`src/rtl/lsu.sv`:
```
// Load/store unit: single-outstanding initiator to the data memory.
// Byte stores are done as read-modify-write since the memory has no byte enables.
// Optional feature macro: LSU_ALIGN_CHECK_EN rejects unaligned and out-of-range
// accesses with resp_err; when undefined, addresses alias and resp_err is 0.
module lsu #(
    parameter int n = 16,
    parameter int r = 5
) (
    input  logic         clock,
    input  logic         reset,
    input  logic         req_valid,
    output logic         req_ready,
    input  logic         req_write,
    input  logic         req_byte,
    input  logic [n-1:0] req_addr,
    input  logic [n-1:0] req_wdata,
    output logic         resp_valid,
    input  logic         resp_ready,
    output logic [n-1:0] resp_rdata,
    output logic         resp_err,
    output logic         mem_write,
    output logic [n-1:0] mem_addr,
    output logic [n-1:0] mem_wdata,
    input  logic [n-1:0] mem_rdata
);

    if (n < 16 || r + 2 > n) begin : g_bad_params
        $error("lsu: need n >= 16 and r + 2 <= n");
    end

    typedef enum logic [2:0] {
        IDLE,
        LOAD,
        STORE,
        RMW_RD,
        RMW_WR,
        RESP
    } state_t;

    state_t       state_q, state_d;
    logic [n-1:0] addr_q, addr_d;
    logic [n-1:0] wdata_q, wdata_d;
    logic [n-1:0] rdata_q, rdata_d;
    logic [n-1:0] merge_q, merge_d;
    logic         write_q, write_d;
    logic         byte_q, byte_d;
    logic         accept;
    logic [n-1:0] merged;

`ifdef LSU_ALIGN_CHECK_EN
    logic err_q, err_d;
    logic req_bad;

    // Reject unaligned word/byte accesses and addresses beyond memory depth
    always_comb begin
        req_bad = 1'b0;
        if (!req_byte && (req_addr[1:0] != 2'b00)) req_bad = 1'b1;
        if (req_byte && req_addr[1]) req_bad = 1'b1;
        if ((req_addr >> (r + 2)) != '0) req_bad = 1'b1;
    end
`endif

    assign accept = req_valid && (state_q == IDLE);

    // Replace the selected byte lane of the read-back word with the store byte
    always_comb begin
        merged = merge_q;
        if (addr_q[0]) merged[15:8] = wdata_q[7:0];
        else           merged[7:0]  = wdata_q[7:0];
    end

    // Next-state and datapath register updates
    always_comb begin
        state_d = state_q;
        addr_d  = addr_q;
        wdata_d = wdata_q;
        rdata_d = rdata_q;
        merge_d = merge_q;
        write_d = write_q;
        byte_d  = byte_q;
`ifdef LSU_ALIGN_CHECK_EN
        err_d   = err_q;
`endif
        case (state_q)
            IDLE: begin
                if (accept) begin
                    addr_d  = req_addr;
                    wdata_d = req_wdata;
                    write_d = req_write;
                    byte_d  = req_byte;
                    rdata_d = '0;
`ifdef LSU_ALIGN_CHECK_EN
                    err_d   = req_bad;
                    if (req_bad)        state_d = RESP;
                    else
`endif
                    if (!req_write)     state_d = LOAD;
                    else if (!req_byte) state_d = STORE;
                    else                state_d = RMW_RD;
                end
            end
            LOAD: begin
                if (byte_q) rdata_d = n'(addr_q[0] ? mem_rdata[15:8] : mem_rdata[7:0]);
                else        rdata_d = mem_rdata;
                state_d = RESP;
            end
            STORE:  state_d = RESP;
            RMW_RD: begin
                merge_d = mem_rdata;
                state_d = RMW_WR;
            end
            RMW_WR: state_d = RESP;
            RESP:   if (resp_ready) state_d = IDLE;
            default: state_d = IDLE;
        endcase
    end

    // State and datapath registers, asynchronously cleared
    always_ff @(posedge clock or posedge reset) begin
        if (reset) begin
            state_q <= IDLE;
            addr_q  <= '0;
            wdata_q <= '0;
            rdata_q <= '0;
            merge_q <= '0;
            write_q <= 1'b0;
            byte_q  <= 1'b0;
`ifdef LSU_ALIGN_CHECK_EN
            err_q   <= 1'b0;
`endif
        end else begin
            state_q <= state_d;
            addr_q  <= addr_d;
            wdata_q <= wdata_d;
            rdata_q <= rdata_d;
            merge_q <= merge_d;
            write_q <= write_d;
            byte_q  <= byte_d;
`ifdef LSU_ALIGN_CHECK_EN
            err_q   <= err_d;
`endif
        end
    end

    // Outputs decoded from state and latched request
    always_comb begin
        req_ready  = (state_q == IDLE);
        resp_valid = (state_q == RESP);
        mem_write  = (state_q == STORE) || (state_q == RMW_WR);
        mem_addr   = addr_q;
        mem_wdata  = (state_q == RMW_WR) ? merged : wdata_q;
        resp_rdata = write_q ? '0 : rdata_q;
`ifdef LSU_ALIGN_CHECK_EN
        resp_err   = err_q;
`else
        resp_err   = 1'b0;
`endif
    end

endmodule

```
`config.mk`:
```
export PLATFORM = sky130hd
export DESIGN_NAME = lsu
export DESIGN_NICKNAME = d
export VERILOG_FILES = /design/src/rtl/lsu.sv
export SDC_FILE = /design/constraint.sdc
export NUM_CORES = 1
export LEC_CHECK = 0
export CORE_MARGIN = 2
export CORE_UTILIZATION = 46
export CTS_BUF_LIST = sky130_fd_sc_hd__clkbuf_4 sky130_fd_sc_hd__clkbuf_8 sky130_fd_sc_hd__clkbuf_16
export DETAILED_ROUTE_END_ITERATION = 6
export PLACE_DENSITY = 0.82
export SLEW_MARGIN = 0
export SYNTH_ARGS = -nofsm -noshare
export SYNTH_HDL_FRONTEND = slang
export SYNTH_SLANG_ARGS = --single-unit
```
`constraint.sdc`:
```
create_clock -name clock -period 3.1 [get_ports clock]
set_input_delay 0.62 -clock clock [delete_from_list [all_inputs] [get_ports clock]]
set_output_delay 0.62 -clock clock [all_outputs]
set_load 0.01 [all_outputs]
```
==> impl_summary.log <==
[flow] summary of implementation run
INFO  metric outcome = finished clean
INFO  metric power.static_leakage = 1.91 nW
INFO  metric post-synth-top-area-fraction = 55.1%
INFO  metric worst-r2r-cell-count = 4
INFO  metric worst_hold_path_type = reg -> reg
INFO  metric synth.yosys.warnings = 0
INFO  metric route.final.wire_length = 7.01 mm
INFO  metric hold-path-endpoint = rdata_q[2]
INFO  metric warnings = 26
INFO  metric cts_tree = done
INFO  metric drtIter0Drc = 125
INFO  metric slew_headroom = 46.7%
INFO  metric post_cts_resized = 0
INFO  metric top_cell = dfrtp_1
INFO  metric timing_worst_setup_path_type = reg -> out
INFO  metric antenna_violations_before_repair = 0
INFO  metric core_area = 6680 um^2
INFO  metric cts_inserted_buffers = 9
INFO  metric fp.dieArea = 7490 um^2
INFO  metric synth_area_leader_cell = dfrtp_1
INFO  metric place.gp.congestion = 0.765
INFO  metric met1_usage = 25.2%
INFO  metric cell_area_synth = 3130 um^2
INFO  metric ctsHtreeMaxLevel = 3
INFO  metric fin_tns_setup = 0 ps
INFO  metric grt_setup_unrepaired = no
INFO  metric synth.net_count = 283
INFO  metric clock_tree.buffer_depth = 2
INFO  metric worst-endpoint-required = 2480 ps
INFO  metric yosys-stat-cells = 229
INFO  metric layout_worst_path_cycle_share = 92.9%
INFO  metric worst_hold_path_cell_count = 1
INFO  metric ys_seq_share = 55.1%
INFO  metric grt_max_degree = 44
INFO  metric hold_violations = 0
INFO  metric final_max_slew_viols = 0
INFO  metric postRouteAntennaNets = 0
INFO  metric clk_root_buffer_cell = clkbuf_8
INFO  metric setup.worst_path.end_class = output pin
INFO  metric fin_ws = 220 ps
INFO  metric max_clock_freq = 347 MHz
INFO  metric timing.final.crit_period = 2880 ps
INFO  metric finalPower = 4.62 mW
INFO  metric ys_types = 28
INFO  metric report.final.setup_viol = 0
INFO  metric final_net_count = 387
INFO  metric crit_fanout = 9
INFO  metric critical_path.reg2reg.startpoint = state_q[1]
INFO  metric globalRouteMet2Util = 31.3%
INFO  metric antennaDiodeCount = 0
INFO  metric grt.busiest_layer = met2
INFO  metric synth.ff_latch_count = 69
INFO  metric async_reset_ff_share = 100%
INFO  metric area_delta_synth_final = 41.5%
INFO  metric worstSetupStartpointType = register
INFO  metric number_of_buffers_inserted_by_post_cts_setup_repair = 0
INFO  metric synthFlopType = dfrtp_1
INFO  metric drc = 0
INFO  metric netlist_top_cells_count = dfrtp_1, mux2_2, mux2i_1, nor2b_1
INFO  metric first_global_vias = 2272
INFO  metric reg2reg_slack = 1130 ps
INFO  metric drt_first_pass_iters = 4
INFO  metric globalRoute.totalOverflow = 0
INFO  metric dp.cells = 402
INFO  metric drive_above_1_share = 24.3%
INFO  metric yosys-top-cells-area = dfrtp_1, mux2_2, mux2i_1
INFO  metric worst_setup_hold_path_clk_slew = 70 ps
INFO  metric synth-edff-count = 0
INFO  metric effective_utilization_at_floorplan = 46.9%
INFO  metric worst_ir_drop_vdd = 0.527 mV
INFO  metric cts_hold_buffers = 0
INFO  metric yosysChipArea = 3130 um^2
INFO  metric netlist_instances = 229
INFO  metric destination_of_the_worst_register_to_register_timing_path = mem_addr[0]
INFO  metric hp-start = rdata_q[2]
INFO  metric dpl_worst_slack = 447 ps
INFO  metric power.density_cell_area = 1040 nW/um^2
INFO  metric grt_first_pass_wirelength = 11.3 mm
INFO  metric placement_rows = 30
INFO  metric cts_num_sinks = 69
INFO  metric max_slew.worst_pin.slew = 798 ps
INFO  metric crit_arrival = 2260 ps
INFO  metric dpl.hpwl = 5.07 mm
INFO  metric syn-mean-instance-area = 13.7 um^2
INFO  metric groute.usage.overall = 20.2%
INFO  metric groute.layer.met3.usage = 8.76%
INFO  metric drv.max_cap_violation_count = 0
INFO  metric viasPerCell = 5.23
INFO  metric boundaryPins = 106
[cell type report]
class	count	area [um^2]	area share, %
inverter	2	7.51	0.169
tap	80	100	2.26
multi-input combinational	143	1280	28.8
clock buffer	9	124	2.80
sequential	69	1730	39.0
clock inverter	7	114	2.57
timing repair buffer	108	1080	24.4
[where the power goes]
group | internal (mW) | switching (mW) | leakage [nW]
logic | 1.29 | 0.812 | 0.953
clock network | 0.532 | 0.347 | 0.123
registers | 1.34 | 0.301 | 0.836
[placed cells by master (no fill, tap or decap), types with 2 or more instances in the layout]
master / n
bufinv_16: 3
dfrtp_1: 69
clkbuf_8: 9
mux2_2: 57
o2bb2ai_1: 8
nor2_1: 10
nor2b_1: 16
clkdlybuf4s50_1: 104
clkinv_2: 3
buf_4: 3
a21oi_1: 10
nand2_1: 2
a22o_1: 8
mux2i_1: 16
o21ai_0: 2
[through the flow]
step	instance area, um^2	hold slack [ps]
2_1_floorplan	3130	449
3_3_place_gp	4190	467
3_5_place_dp	4190	471
4_1_cts	4430	494
5_1_grt	4430	511
6_report	4430	487
[sequential cells by signal (all words and copies together) (netlist names)]
signal / cells
mem_addr: 16
merge_q: 16
rdata_q: 16
wdata_q: 16
state_q: 3
byte_q: 1
write_q: 1
[metal layers]
layer,up-vias,routed length [um]
li1,1029,-
met1,1056,3020
met2,94,3290
met3,8,607
met4,0,92
met5,-,0
[how the worst max path moves through the flow]
stage,start,to,slack [ps]
2_1_floorplan,reset,byte_q,740
3_3_place_gp,state_q[2],mem_wdata[5],510
4_1_cts,state_q[2],mem_wdata[5],70
3_5_place_dp,state_q[2],mem_wdata[6],450
5_1_grt,state_q[2],mem_wdata[5],120
6_report,state_q[2],mem_wdata[5],220
[cell families after synthesis]
kind of cell	after synthesis	synth area share (%)
xor gates and xnor gates	1	0.280
and+or+nand+nor	37	7.11
DFF	69	55.1
other	1	0.120
buffers and inverters	17	4.19
muxes	74	26.0
AOI/OAI and AO/OA	30	7.23
[critical path, cell delays in order (launching register included)]
cell and delay (ps):
dfrtp_1 520, nor3b_2 250, and2_2 300, mux2_2 360, clkdlybuf4s50_1 500
==> images/io_placement.png <==
Pins as bars across the die edge, other pins in gray.
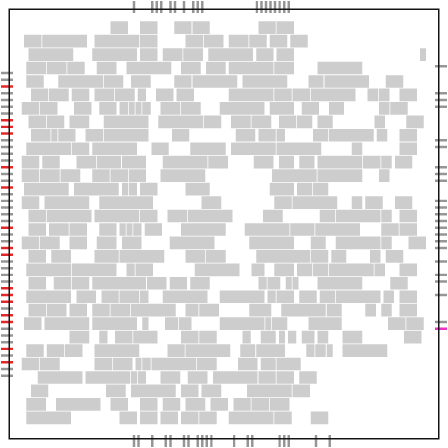
req_addr: marked red, pins 16, direction input, edge west. req_valid: marked magenta, pins 1, direction input, edge east.
All pins by edge: 46 west, 23 east, 19 south, 18 north.
number of port buffers: 104
DIE HEIGHT: 86.5 um
DIE WIDTH: 86.5 um

==> images/placement.png <==
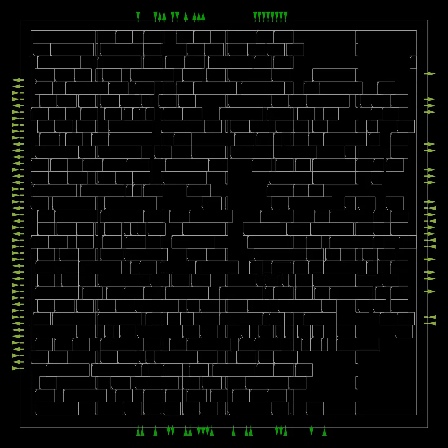
fill cell count: 506
Layout Utilization: 66.3%
tap cells: 80
fraction of area in registers: 39.0%
post-route insts no fill: 418

==> images/clk_routes.png <==
Bar = 20 um.
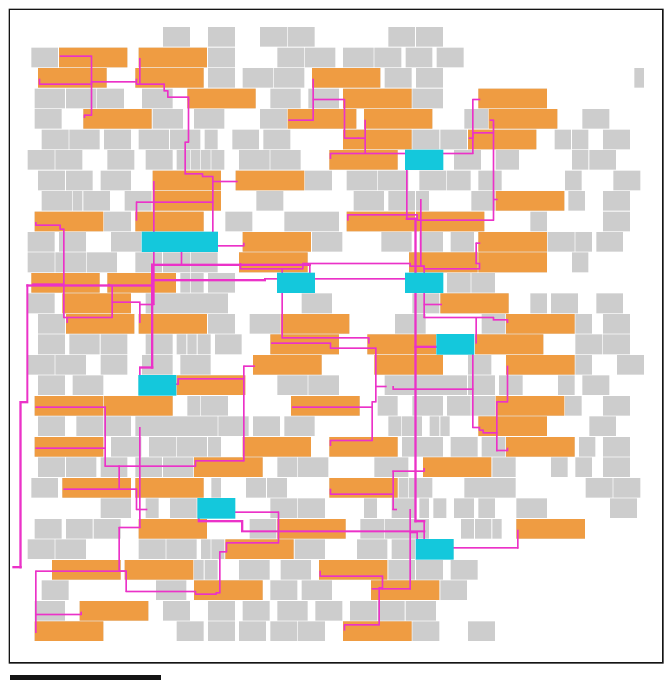
flip-flops: marked orange, count 69. clock wires: marked magenta, length 898 um. clock drivers: marked cyan, count 9.
There are 10 routed clock nets. Position of the flops: all over the die.
Clock Power Share: 19.0%
Worst Skew: 5.16 ps
insertion delay at the late pin of the worst-skew pair: 340 ps

==> images/wires.png <==
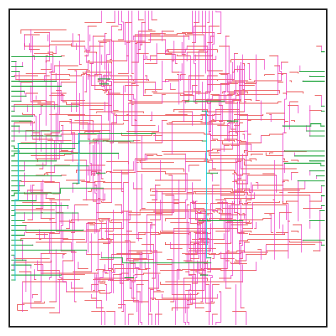
metal 2: marked magenta, wire length 3290 um. metal 4: marked cyan, wire length 92.0 um. metal 3: marked green, wire length 608 um. metal 1: marked red, wire length 3020 um.
vias: 2187
detail-routed net length per standard cell: 16.8 um

==> images/placement_by_type.png <==
Fill, decap, tap and diode cells in gray.
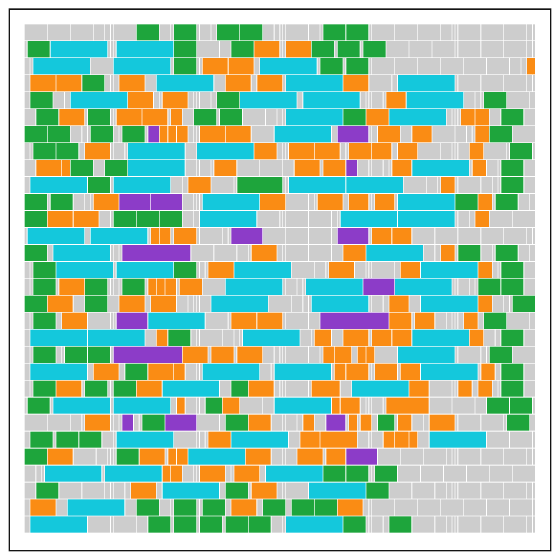
sequential cells: marked cyan, cells 69, share of their area 40%. combinational and other logic: marked orange, cells 145, share of their area 30%. remaining buffers and delay cells: marked green, cells 108, share of their area 25%. clock drivers and dummy loads: marked purple, cells 16, share of their area 5.5%.

Power and IR drop assume default switching activity.
